==> config.mk <==
export PLATFORM = sky130hd
export DESIGN_NAME = rr_arbiter8
export DESIGN_NICKNAME = d
export VERILOG_FILES = /design/src/rtl/arb_pkg.sv /design/src/rtl/rr_pick8.sv /design/src/rtl/rr_arbiter8.sv
export SDC_FILE = /design/constraint.sdc
export NUM_CORES = 1
export LEC_CHECK = 0
export ABC_AREA = 1
export CORE_MARGIN = 2
export CORE_UTILIZATION = 38
export CTS_BUF_LIST = sky130_fd_sc_hd__clkbuf_8 sky130_fd_sc_hd__clkbuf_16
export DETAILED_ROUTE_END_ITERATION = 10
export HOLD_SLACK_MARGIN = 0.02
export PLACE_DENSITY = 0.69
export SYNTH_ARGS = -nofsm -noshare
export SYNTH_HDL_FRONTEND = slang
export SYNTH_SLANG_ARGS = --single-unit
==> constraint.sdc <==
create_clock -name clk -period 3.66 [get_ports clk]
set_input_delay 0.549 -clock clk [delete_from_list [all_inputs] [get_ports clk]]
set_output_delay 0.549 -clock clk [all_outputs]
set_load 0.01 [all_outputs]
==> src/rtl/arb_pkg.sv <==
// +--------------------------------------------------------------------------+
// | arb_pkg : shared widths, FSM encoding and helpers for rr_arbiter8       |
// | Rev 1.0 : initial release                                               |
// +--------------------------------------------------------------------------+
`default_nettype none

package arb_pkg;

  localparam int NREQ   = 8;
  localparam int ID_W   = 3;
  localparam int HOLD_W = 8;

  typedef enum logic [0:0] {
    IDLE  = 1'b0,
    GRANT = 1'b1
  } state_t;

  function automatic logic [NREQ-1:0] id2onehot(input logic [ID_W-1:0] id);
    logic [NREQ-1:0] oh;
    oh     = '0;
    oh[id] = 1'b1;
    return oh;
  endfunction

endpackage

`default_nettype wire

==> src/rtl/rr_pick8.sv <==
// +--------------------------------------------------------------------------+
// | rr_pick8 : rotate-by-ptr priority pick of the first request from ptr    |
// | Rev 1.0 : initial release                                               |
// +--------------------------------------------------------------------------+
`default_nettype none

module rr_pick8
  import arb_pkg::*;
(
  input  logic [NREQ-1:0] req,
  input  logic [ID_W-1:0] ptr,
  output logic [ID_W-1:0] pick,
  output logic            any
);

  logic [2*NREQ-1:0] w_dbl;
  logic [NREQ-1:0]   w_rot;
  logic [ID_W-1:0]   w_off;

  // Doubling the vector turns the right shift into a rotate; bit 0 is then req[ptr].
  assign w_dbl = {req, req} >> ptr;
  assign w_rot = w_dbl[NREQ-1:0];

  always_comb begin
    w_off = '0;
    for (int i = NREQ - 1; i >= 0; i--) begin
      if (w_rot[i]) w_off = i[ID_W-1:0];
    end
  end

  assign pick = ptr + w_off;
  assign any  = |req;

endmodule

`default_nettype wire

==> src/rtl/rr_arbiter8.sv <==
// +--------------------------------------------------------------------------+
// | rr_arbiter8 : 8-way round-robin arbiter, owner holds until it releases. |
// | Optional forced release after MAX_HOLD cycles: define ARB_TIMEOUT_EN.   |
// | Rev 1.0 : initial release                                               |
// +--------------------------------------------------------------------------+
`default_nettype none

module rr_arbiter8
  import arb_pkg::*;
#(
  parameter int MAX_HOLD = 16
) (
  input  logic            clk,
  input  logic            reset,
  input  logic [NREQ-1:0] req,
  output logic [NREQ-1:0] grant,
  output logic            grant_vld,
  output logic [ID_W-1:0] grant_id,
  output logic            timeout
);

  if (MAX_HOLD < 2 || MAX_HOLD > 255) begin : g_bad_max_hold
    $error("rr_arbiter8: MAX_HOLD must be in 2..255");
  end

  state_t          state_q, state_d;
  logic [ID_W-1:0] ptr_q, ptr_d;
  logic [NREQ-1:0] grant_q, grant_d;
  logic [ID_W-1:0] id_q, id_d;
  logic            timeout_q, timeout_d;
  logic [ID_W-1:0] w_pick;
  logic            w_any;

  rr_pick8 u_pick (
    .req  (req),
    .ptr  (ptr_q),
    .pick (w_pick),
    .any  (w_any)
  );

`ifdef ARB_TIMEOUT_EN
  localparam logic [HOLD_W-1:0] c_HOLD_LAST = HOLD_W'(MAX_HOLD - 1);
  logic [HOLD_W-1:0] hold_cnt_q, hold_cnt_d;
`endif

  always_comb begin
    state_d   = state_q;
    ptr_d     = ptr_q;
    grant_d   = grant_q;
    id_d      = id_q;
    timeout_d = 1'b0;
`ifdef ARB_TIMEOUT_EN
    hold_cnt_d = hold_cnt_q;
`endif
    case (state_q)
      IDLE: begin
        if (w_any) begin
          grant_d = id2onehot(w_pick);
          id_d    = w_pick;
          state_d = GRANT;
`ifdef ARB_TIMEOUT_EN
          hold_cnt_d = '0;
`endif
        end
      end
      GRANT: begin
        if (!req[id_q]) begin
          grant_d = '0;
          ptr_d   = id_q + 1'b1;
          state_d = IDLE;
        end
`ifdef ARB_TIMEOUT_EN
        // Owner still requesting at the limit: release exactly as if it had dropped.
        else if (hold_cnt_q == c_HOLD_LAST) begin
          grant_d   = '0;
          ptr_d     = id_q + 1'b1;
          state_d   = IDLE;
          timeout_d = 1'b1;
        end else begin
          hold_cnt_d = hold_cnt_q + 1'b1;
        end
`endif
      end
      default: state_d = IDLE;
    endcase
  end

  always_ff @(posedge clk) begin
    if (reset) begin
      state_q   <= IDLE;
      ptr_q     <= '0;
      grant_q   <= '0;
      id_q      <= '0;
      timeout_q <= 1'b0;
`ifdef ARB_TIMEOUT_EN
      hold_cnt_q <= '0;
`endif
    end else begin
      state_q   <= state_d;
      ptr_q     <= ptr_d;
      grant_q   <= grant_d;
      id_q      <= id_d;
      timeout_q <= timeout_d;
`ifdef ARB_TIMEOUT_EN
      hold_cnt_q <= hold_cnt_d;
`endif
    end
  end

  assign grant     = grant_q;
  assign grant_vld = (state_q == GRANT);
  assign grant_id  = id_q;
  assign timeout   = timeout_q;

endmodule

`default_nettype wire
==> impl_metrics.csv, run 1 <==
group,metric,value,unit
routing,vias,1193,
routing,vias_per_cell,4.89,
worst_setup_path,critPathTopFamily,"simple AND/OR/NAND/NOR gates",
worst_setup_path,reg2reg_depth,17,
synthesis,numSynthFlops,15,
cells_and_area,drive_gt1_share,23.7,%
worst_hold_path,holdPathEnd,"grant[7]",
worst_setup_path,cp-end-kind,"flip-flop",
worst_setup_path,rr_startpoint,"ptr_q[0]",
flow_run,warning_count,26,
worst_hold_path,hold_start,"grant[7]",
synthesis,async_flop_share,0,%
worst_setup_path,cpPeakStageDelay,590,ps
worst_hold_path,hold_class,"flip-flop to flip-flop",
routing,routedWlPerCell,11.2,um
worst_setup_path,worstPathArrival,3330,ps
cts,clock_sinks,15,
global_route,grt_start_max_net_pins,11,
placed_design,place_congestion,0.816,
cells_and_area,utilization,47.9,%
status,outcome,"finished, final reports clean",
routing,drt_iter0_drc,56,
cells_and_area,areaGrowthSynthToFinish,22.3,%
final_timing,rsz0062_at_grt,"false",
floorplanning,fp-row-count,21,
floorplanning,dieArea,3900,um^2
cells_and_area,comb_area,896,um^2
worst_setup_path,crit_fanout,5,
worst_setup_path,crit_chain,"clkdlybuf4s50_1, nand2_1, nand3_2, nand3_1, nand2_2, a31oi_1, o21ai_0, nand2_1, a21boi_0, ha_1, inv_1, fa_1, xor2_1, inv_1, nand3_4, nand2_4, nand3_1, a21oi_1",
cts,clockBufferDepth,2,
cts,cts_resized,0,
placed_design,dpl.hpwl,2240,um
cts,cts_buffers,3,
cells_and_area,fin_nets,212,
floorplanning,fp_util,39.2,%
pwr,irDropWorstVdd,0.000450,V
floorplanning,core_area,3310,um^2
pwr,p_leak,0.666,nW
worst_setup_path,startpoint_type,"input pin",
synthesis,edf_count,0,
worst_setup_path,slowest_stage,"clkdlybuf4s50_1",
synthesis,netlist_instances,176,
cells_and_area,fillers,348,
worst_setup_path,r2r_end,"grant[0]",
final_timing,setup_viol,0,
floorplanning,fp.dieW,62.4,um
cells_and_area,regArea,300,um^2
final_timing,whs,462,ps
global_route,grt_pass1_wl,4890,um
synthesis,synth_cell_type_count,35,
routing,detail-route-antenna-nets,0,
placed_design,placed_area,1540,um^2
final_timing,max_freq,316,MHz
routing,wirelength,2720,um
cells_and_area,insertedDiodeCount,0,
cts,clockRootBuffer,"clkbuf_8",
synthesis,synth_seq_share,23.1,%
global_route,grt.overflow.total,0,
routing,drtPass1Iterations,4,
global_route,antenna_found_initial,0,
## run 1: cell families after synthesis
logic type | count (synthesis) | share of synthesized area [%]
xor+xnor | 2 | 1.35
compound gates | 32 | 14.6
buf+inv | 19 | 7.81
fa+ha+maj | 3 | 3.47
simple gates | 104 | 49.4
flops | 15 | 23.1
other cells | 1 | 0.289
## run 1: where the power goes
part | total (mW) | switching (mW) | internal, mW
sequential | 0.311 | 0.0879 | 0.223
combinational | 0.938 | 0.569 | 0.369
clock | 0.129 | 0.0552 | 0.0743
total | 1.38 | 0.712 | 0.666
## run 1: worst max path at each step
stage	from	endpoint	slack [ps]	depth (start not counted)
6_report	req[4]	grant[0]	500	18
3_3_place_gp	req[4]	grant[1]	280	18
3_5_place_dp	req[4]	grant[0]	220	18
4_1_cts	req[4]	grant[1]	490	18
5_1_grt	req[4]	grant[0]	220	18
2_1_floorplan	req[6]	grant[0]	1030	17
## run 1: cell usage after synthesis, types with 4 or more instances
library cell   n  area share, %
nand2_1       39             11
nand3_1       17            6.6
a21oi_1       16            6.2
dfxtp_1       15             23
nand2_2       12            5.8
nand3_2       12            9.3
inv_1         10            2.9
nand2_4        9            7.8
o21ai_0        9            3.5
nand4_1        4            1.9
nor2_1         4            1.2
## run 1: cells in the final DEF, fill, tap and decap left out
| master | instances |
|---|---|
| nor2_1 | 4 |
| a31oi_1 | 1 |
| inv_8 | 1 |
| nand3_4 | 1 |
| ha_1 | 2 |
| dfxtp_1 | 15 |
| clkbuf_8 | 3 |
| nand2_2 | 12 |
| a21oi_1 | 16 |
| a211oi_1 | 1 |
| buf_4 | 2 |
| nor3_1 | 1 |
| a21boi_0 | 1 |
| nand2_1 | 39 |
| a31oi_4 | 1 |
| nand4_1 | 4 |
| fa_1 | 1 |
| inv_4 | 1 |
| nor4_1 | 2 |
| clkdlybuf4s50_1 | 21 |
| o22ai_1 | 1 |
| nor2_4 | 1 |
| nand3_2 | 12 |
| inv_2 | 2 |
| nor2_8 | 1 |
| o21ai_0 | 9 |
| o211ai_1 | 1 |
| nand3_1 | 17 |
| conb_1 | 1 |
| inv_1 | 11 |
| nand2_4 | 9 |
| o21bai_1 | 1 |
| xor2_1 | 2 |
| nor2_2 | 1 |
## run 1: area by class of cell
type | count | share of cell area, %
repair buffers | 23 | 14.2
multi-input cells | 142 | 56.5
inverters | 14 | 3.94
flip-flops and latches | 15 | 18.9
well taps | 46 | 3.63
clock buffers | 3 | 2.60
clock inverters | 1 | 0.237
## run 1: stage by stage
stage / worst slack [ps] / instances
global placement: 280 / 240
detailed placement: 218 / 240
global route: 215 / 244
CTS: 487 / 244
finish: 500 / 244
floorplan: 1030 / 176
## run 1: state kept, by name, indices dropped and copies added (netlist names)
register,flops
grant,8
grant_id,3
ptr_q,3
grant_vld,1
## run 1: metal layers
metal / up-vias / routed length (um) / part of all wire [%] / global-route usage [%]
li1: 638 / - / - / -
met1: 537 / 1360 / 50 / 20.4
met2: 13 / 1270 / 47 / 24.5
met3: 5 / 48 / 1.8 / 1.26
met4: 0 / 44 / 1.6 / 5.00
met5: - / 0 / 0 / 0
==> run_1/route_heat.png <==
(4 px per um) 12 x 12 tiles, from dark purple (low) to yellow (high), scaled to the fullest tile. Values are wire area over tile area, all layers added.
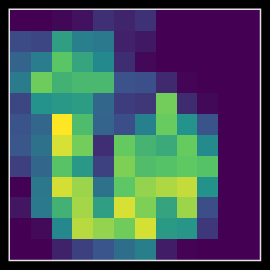
The emptiest ninth of the die: top right. The densest ninth of the die: bottom middle. 33% of the tiles are over half the peak.

==> run_1/gates.png <==
(6 px per um)
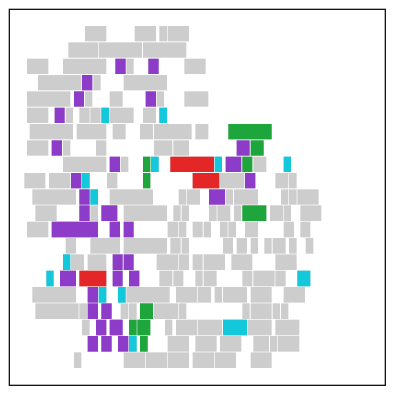
Key: fa/ha/maj cells = red [cells 3, most used ha_1]; aoi and oai cells = purple [cells 32, most used a21oi_1]; nor cells = green [cells 10, most used nor2_1]; inv cells = cyan [cells 14, most used inv_1]
Top cell excl fill/tap: nand2_1
non-filler instance count after layout: 244
Comb area share: 56.5%

==> run_1/closeup.png <==
Region (16, 16) to (46, 46) um. Cells in grey, sequential cells in the stronger grey; small squares are vias.
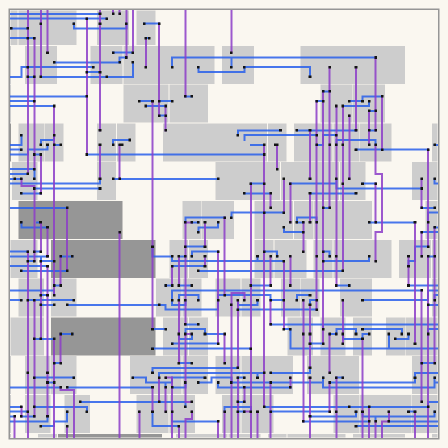
Key: M2 = purple; M1 = blue
Most frequent: nand2_1 (16), nand3_1 (11), nand2_2 (10). 76 logic cells have their middle in the window. Sequential cells in the window: 3. Netlist names of flops here include ptr_q (2), grant_id (1).

--- run 2 (diff from run 1) ---
--- a/config.mk
+++ b/config.mk
@@ -12,6 +12,7 @@
 export DETAILED_ROUTE_END_ITERATION = 10
 export HOLD_SLACK_MARGIN = 0.02
 export PLACE_DENSITY = 0.69
+export SLEW_MARGIN = 20
 export SYNTH_ARGS = -nofsm -noshare
 export SYNTH_HDL_FRONTEND = slang
 export SYNTH_SLANG_ARGS = --single-unit
==> run_2/route_heat.png <==
(4 px per um) 12 x 12 tiles, from dark purple (low) to yellow (high), scaled to the fullest tile. Values are wire area over tile area, all layers added.
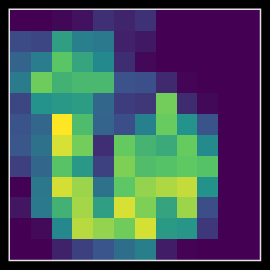
The mean over all tiles is 0.11. The emptiest ninth of the die: top right. The fullest tile reaches 0.33. 33% of the tiles are over half the peak. The densest ninth of the die: bottom middle.
wire length per cell: 11.2 um
routed via count: 1193
final WL: 2720 um

==> impl_metrics.csv, run 2 <==
group,metric,value,unit
floorplanning,fp-row-count,21,
floorplanning,fp.dieW,62.4,um
cts,clock_sinks,15,
synthesis,synth_dominant_cell_count,"nand2_1",
worst_hold_path,hold_class,"flip-flop to flip-flop",
routing,drc_errors,0,
cells_and_area,largest_reg_flops,8,
synthesis,top_area_share,23.1,%
floorplanning,core_area,3310,um^2
worst_setup_path,critPathKind,"input pin to flip-flop",
global_route,antenna_found_initial,0,
status,outcome,"finished, final reports clean",
flow_run,warning_count,26,
synthesis,synth_seq_share,23.1,%
final_timing,whs,462,ps
synthesis,synth_top_cell_by_area,"dfxtp_1",
cells_and_area,insertedDiodeCount,0,
global_route,grt_start_max_net_pins,11,
placed_design,dp_slack,218,ps
synthesis,netlist_instances,176,
cells_and_area,final_cell_mix,"nand2_1 (39), clkdlybuf4s50_1 (21), nand3_1 (17)",
placed_design,place_congestion,0.816,
pwr,irDropWorstVdd,0.000450,V
global_route,grt_pass1_wl,4890,um
cells_and_area,drive_gt1_share,23.7,%
final_timing,setup_slack,500,ps
cts,clockRootBuffer,"clkbuf_8",
cts,cts_buffers,3,
cells_and_area,fin_nets,212,
routing,vias_per_cell,4.89,
floorplanning,dieArea,3900,um^2
synthesis,top_cells_by_area,"dfxtp_1 (23%), nand2_1 (11%), nand3_2 (9.3%), nand2_4 (7.8%), nand3_1 (6.6%)",
routing,highest_layer,"met4",
final_timing,setup_viol,0,
worst_setup_path,slowest_stage,"clkdlybuf4s50_1",
cells_and_area,areaGrowthSynthToFinish,22.3,%
synthesis,async_flop_share,0,%
worst_setup_path,critPathTopFamily,"simple AND/OR/NAND/NOR gates",
cts,cts_resized,0,
global_route,grt.overflow.total,0,
worst_setup_path,worstPathArrival,3330,ps
synthesis,ys_cells,176,
cells_and_area,fillers,348,
routing,met1_length,1360,um
routing,wl_met3,48,um
pwr,p_leak,0.666,nW
placed_design,dpl.hpwl,2240,um
global_route,grt_pass1_vias,1103,
floorplanning,fp_util,39.2,%
worst_setup_path,crit_chain,"clkdlybuf4s50_1, nand2_1, nand3_2, nand3_1, nand2_2, a31oi_1, o21ai_0, nand2_1, a21boi_0, ha_1, inv_1, fa_1, xor2_1, inv_1, nand3_4, nand2_4, nand3_1, a21oi_1",
cts,cts_tree,"yes",
synthesis,numSynthFlops,15,
worst_setup_path,cpPeakStageDelay,590,ps
final_timing,timing.final.crit_period,3160,ps
synthesis,synthTopCellsByCount,"nand2_1 (39), nand3_1 (17), a21oi_1 (16), dfxtp_1 (15)",
cts,clockBufferDepth,2,
synthesis,synth_cell_type_count,35,
routing,drt_iter0_drc,56,
final_timing,fin_crit_sh,86.3,%
cells_and_area,lay_top_count,"nand2_1",
routing,detail-route-antenna-nets,0,
worst_setup_path,startpoint_type,"input pin",
worst_setup_path,crit_fanout,5,
final_timing,max_freq,316,MHz
synthesis,edf_count,0,
routing,drtPass1Iterations,4,
routing,route.met2.wl,1270,um
final_timing,rsz0062_at_grt,"false",
worst_setup_path,cp-end-kind,"flip-flop",
## run 2: logic make-up after synthesis
family | count (synthesis) | share of synthesized area, %
AND-OR/OR-AND | 32 | 14.6
buffers and inverters | 19 | 7.81
XOR/XNOR | 2 | 1.35
AND/OR/NAND/NOR | 104 | 49.4
flip-flops | 15 | 23.1
adder cells (fa/ha/maj) | 3 | 3.47
other | 1 | 0.289
## run 2: power breakdown
group	switching, mW	leakage (nW)	internal (mW)
Sequential	0.0879	0.123	0.223
Combinational	0.569	0.516	0.369
Clock	0.0552	0.0269	0.0743
## run 2: per-stage QoR
stage	util, %	std cells	instance area, um^2	total power [mW]
5_1_grt	47.9	244	1590	1.51
2_1_floorplan	-	176	1300	1.03
4_1_cts	47.9	244	1590	1.39
3_3_place_gp	46.6	240	1540	1.25
3_5_place_dp	46.6	240	1540	1.25
6_report	47.9	244	1590	1.38
## run 2: layout make-up
type                       instances  area, um^2  share of cell area, %
multi-input combinational        142         896                   56.5
tap                               46        57.6                   3.63
inverter                          14        62.6                   3.94
timing repair buffer              23         225                   14.2
clock inverter                     1        3.75                  0.237
sequential                        15         300                   18.9
clock buffer                       3        41.3                   2.60
## run 2: worst paths after layout
path	start	endpoint	cells past startpoint
worst min register to register	grant[7]	grant[7]	2
worst min-delay path	grant[7]	grant[7]	2
worst max-delay path	req[4]	grant[0]	18
worst max register to register	ptr_q[0]	grant[0]	17
## run 2: metal layers
| metal | vias to the layer above | track usage [%] |
|---|---|---|
| li1 | 638 | - |
| met1 | 537 | 20.4 |
| met2 | 13 | 24.5 |
| met3 | 5 | 1.26 |
| met4 | 0 | 5.00 |
| met5 | - | 0 |
## run 2: worst reg2reg max path, stage by stage (launching register included)
cell      delay (ps)
dfxtp_1          620
nand2_1          190
nand3_2          130
nand3_1          100
nand2_2          110
a31oi_1           80
o21ai_0          160
nand2_1           60
a21boi_0         160
ha_1             160
inv_1             50
fa_1             370
xor2_1           160
inv_1            110
nand3_4          110
nand2_4          100
nand3_1           70
a21oi_1          130
Power and IR drop assume default switching activity.
